File: src/rtl/seven_seg_cmd_queue.sv
// seven_seg_cmd_queue: bus-fed 4-entry command FIFO that shows each command for a programmable number of dwell ticks.
module seven_seg_cmd_queue #(
    parameter logic [7:0] BASE_ADDR  = 8'hD0,
    parameter int         TICK_DIV   = 10_000_000,
    parameter int         TICK_WIDTH = 24
) (
    input  logic       CLK,
    input  logic       RESET,
    input  logic [7:0] BUS_ADDR,
    input  logic [7:0] BUS_DATA,
    input  logic       BUS_WE,
    output logic [3:0] COMMAND,
    output logic       BUSY,
    output logic [2:0] FIFO_COUNT,
    output logic       OVERFLOW
);
    typedef enum logic {IDLE, SHOW} state_t;
    state_t state, state_nxt;
    logic [TICK_WIDTH-1:0] pre;
    logic [3:0] mem [4];
    logic [1:0] wp, rp;
    logic [7:0] dwell, dcnt, dload;
    logic tick, we_push, we_dwell, we_ctrl, flush, push, pop, empty, full, dwell_done;
    assign tick       = pre == TICK_WIDTH'(TICK_DIV - 1);
    assign we_push    = BUS_WE && BUS_ADDR == BASE_ADDR;
    assign we_dwell   = BUS_WE && BUS_ADDR == BASE_ADDR + 8'd1;
    assign we_ctrl    = BUS_WE && BUS_ADDR == BASE_ADDR + 8'd2;
    assign flush      = we_ctrl && BUS_DATA[0];
    assign empty      = FIFO_COUNT == 3'd0;
    assign full       = FIFO_COUNT == 3'd4;
    assign dwell_done = tick && dcnt <= 8'd1;
    assign dload      = dwell == 8'd0 ? 8'd1 : dwell;
    // a pop in the same cycle frees a slot, so a push into a full FIFO still fits
    assign push       = we_push && (!full || pop);
    always_ff @(posedge CLK) begin
        state <= RESET ? IDLE : state_nxt;
    end
    always_comb begin
        state_nxt = flush ? IDLE :
                    state == IDLE ? (empty ? IDLE : SHOW) :
                    (dwell_done && empty) ? IDLE : SHOW;
    end
    always_comb begin
        pop  = !flush && !empty && (state == IDLE || dwell_done);
        BUSY = state == SHOW;
    end
    always_ff @(posedge CLK) begin
        if (RESET) begin
            pre        <= '0;
            wp         <= '0;
            rp         <= '0;
            FIFO_COUNT <= '0;
            COMMAND    <= '0;
            OVERFLOW   <= 1'b0;
            dwell      <= 8'd10;
            dcnt       <= '0;
        end else begin
            pre <= tick ? '0 : pre + 1'b1;
            if (push) begin
                mem[wp] <= BUS_DATA[3:0];
                wp      <= wp + 2'd1;
            end
            if (pop) begin
                COMMAND <= mem[rp];
                rp      <= rp + 2'd1;
            end
            if (we_dwell)
                dwell <= BUS_DATA;
            if (we_push && full && !pop)
                OVERFLOW <= 1'b1;
            else if (we_ctrl && BUS_DATA[1])
                OVERFLOW <= 1'b0;
            if (flush) begin
                wp         <= '0;
                rp         <= '0;
                FIFO_COUNT <= '0;
                dcnt       <= '0;
            end else begin
                FIFO_COUNT <= FIFO_COUNT + 3'(push) - 3'(pop);
                if (pop)
                    dcnt <= dload;
                else if (state == SHOW && tick)
                    dcnt <= dcnt - 8'd1;
            end
        end
    end
endmodule

File: config.mk
export PLATFORM = sky130hd
export DESIGN_NAME = seven_seg_cmd_queue
export DESIGN_NICKNAME = d
export VERILOG_FILES = /design/src/rtl/seven_seg_cmd_queue.sv
export SDC_FILE = /design/constraint.sdc
export NUM_CORES = 1
export LEC_CHECK = 0
export CAP_MARGIN = 10
export CORE_ASPECT_RATIO = 1.5
export CORE_MARGIN = 10
export CORE_UTILIZATION = 25
export CTS_BUF_LIST = sky130_fd_sc_hd__clkbuf_16
export DETAILED_ROUTE_END_ITERATION = 8
export SYNTH_ARGS = -nofsm -noshare
export SYNTH_HDL_FRONTEND = slang
export SYNTH_SLANG_ARGS = --single-unit
File: constraint.sdc
create_clock -name CLK -period 5.6 [get_ports CLK]
set_input_delay 0.84 -clock CLK [delete_from_list [all_inputs] [get_ports CLK]]
set_output_delay 0.84 -clock CLK [all_outputs]
set_load 0.1 [all_outputs]
Clock network drawn from the DEF:
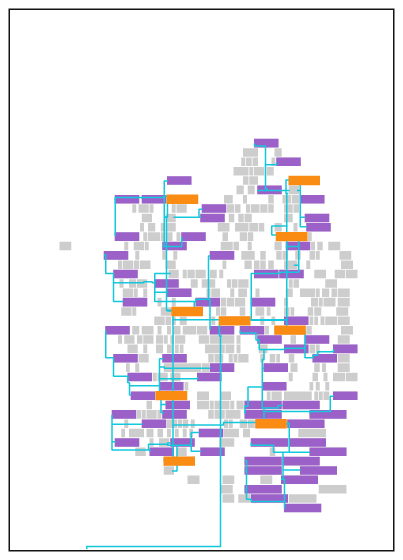
[orange] cells driving clock nets | count: 9
[purple] flip-flops | count: 69
[cyan] clock wires | length: 922 µm
routed clock nets	10

Drive-strength map:
The bar under the picture is 20 µm long.
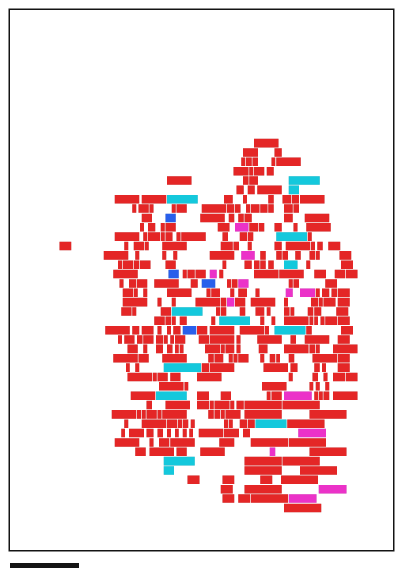
colour	size	cells	share
blue	drive 3 to 4	4	1.1%
red	drive 1 or less	335	92%
magenta	drive 2	12	3.3%
cyan	drive 6 and up	13	3.6%

Where the registers sit:
The bar under the picture is 20 µm long. Other sequential cells in the stronger grey, the rest of the logic in the fainter grey.
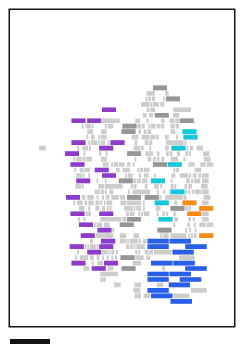
colour	signal	sequential cells
purple	pre	24
blue	mem	16
orange	COMMAND	4
cyan	dwell	8
not coloured	17

Cells coloured by class:
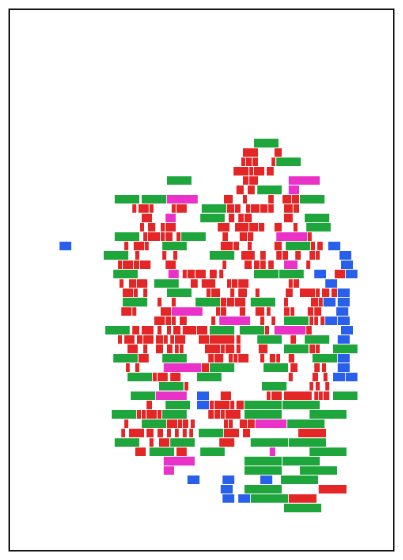
colour	class	cells	share of their area
blue	other buffers and delay cells	27	7.4%
green	flip-flops	69	42%
red	all other logic	252	42%
magenta	clock drivers and dummy loads	16	8.4%

## final timing paths
check,startpoint,endpoint,slack (ns),cells past startpoint
worst max register to register,pre[0]$_SDFF_PP0_,FIFO_COUNT[2]$_SDFF_PP0_,2.38,13
worst max-delay path,BUS_ADDR[3],FIFO_COUNT[2]$_SDFF_PP0_,1.95,13
worst min register to register,COMMAND[1]$_SDFFE_PP0N_,COMMAND[1]$_SDFFE_PP0N_,0.45,2
worst min-delay path,COMMAND[1]$_SDFFE_PP0N_,COMMAND[1]$_SDFFE_PP0N_,0.45,2
## report_power, final
part	internal [mW]	switching, mW	total [mW]
clock	0.351	0.227	0.578
combinational	0.205	0.377	0.582
sequential	0.563	0.0649	0.628
total	1.12	0.669	1.79
## metal layers
layer	wire, µm	part of all wire
met2	3649	0.51
met4	180	0.025
met3	304	0.043
met1	2970	0.42
met5	0	0
## Yosys cell counts, drive strengths merged (3+ instances only)
cell,instances
or3,4
dfxtp,53
xnor2,16
xor2,10
buf,4
nor4,6
and2,8
a31oi,3
nand2,40
or4,3
or2,3
nand4,8
nor3,11
a21oi,17
o21ai,6
ha,8
clkbuf,7
and4,3
inv,10
mux4,4
nand3,15
nor2,50
edfxtp,16
## flip-flops by register name (all words and copies together) (netlist names)
register and cells:
BUSY 1, rp 2, OVERFLOW 1, dcnt 8, COMMAND 4, dwell 8
mem 16, pre 24, wp 2, FIFO_COUNT 3
## cell families after synthesis
logic type | share of synthesized area
AND/OR/NAND/NOR | 0.2611
flip-flops | 0.4926
AND-OR/OR-AND | 0.07277
XOR/XNOR | 0.07277
buffers and inverters | 0.02639
adder cells (fa/ha/maj) | 0.03839
multiplexers | 0.03599
## layout make-up
cell class / count / area (µm²)
tap: 156 / 195.2
multi-input combinational: 242 / 1505
antenna: 1 / 2.502
timing repair buffer: 27 / 270.3
inverter: 10 / 37.54
fill: 1293 / 8528
clock buffer: 9 / 225.2
sequential: 69 / 1541
clock inverter: 7 / 81.33
## worst reg2reg max path: stages, from the launching register on
cell and delay [ns]:
sky130_fd_sc_hd__dfxtp_1 0.37, sky130_fd_sc_hd__ha_1 0.20, sky130_fd_sc_hd__nand3_1 0.23, sky130_fd_sc_hd__or4_4 0.63
sky130_fd_sc_hd__nor2_4 0.17, sky130_fd_sc_hd__a21oi_2 0.21, sky130_fd_sc_hd__nor2_1 0.23, sky130_fd_sc_hd__o21bai_1 0.14
sky130_fd_sc_hd__ha_1 0.15, sky130_fd_sc_hd__inv_1 0.04, sky130_fd_sc_hd__fa_1 0.37, sky130_fd_sc_hd__xor2_1 0.17
sky130_fd_sc_hd__xnor2_1 0.14, sky130_fd_sc_hd__nor2_1 0.05
==> notes.md <==
Figures from the implementation reports.

- The layout-stage area growth over the synthesis result is 23.31%.
- CTS reports a maximum clock tree buffer depth of 2.
- The number of antenna violations at the first check in global routing reads 1.
- The data required time of the critical path is 5.82 ns.
- The worst endpoint data arrival time is 3.87 ns.
- The longest individual stage delay on the worst path is 0.59 ns.
- The root cell of the clock tree reads sky130_fd_sc_hd__clkbuf_16.
- Summing over every cut layer, the via total after detailed routing is 2429.
- The most common cell after layout, fill and taps aside is sky130_fd_sc_hd__dfxtp_1.
- In the synthesis report, Yosys lists the chip area as 3129 µm².
- The final worst setup slack reads 1.953 ns.
- The post-synthesis net count reads 360.
- Timing would allow up to 274.2 MHz.
- Summed over all layers, the global routing overflow is 0.
- The power per cell area reads 463.3 nW/µm².
- The run finished with clean final reports.
- The number of pins exceeding their max-slew limit in the final report reads 0.
- In the synthesized netlist the async set-or-reset flop fraction comes to 0.
- The report lists the number of cells resized after CTS as 0.
- The post-layout minimum cycle time is 3.647 ns.
- The overall die height reads 157.0 µm.
- The critical path's top delay family is simple AND/OR/NAND/NOR gates.
- The count of different cell masters after synthesis is 47.
Power figures rest on the tool's default switching activity, not on a simulated workload.
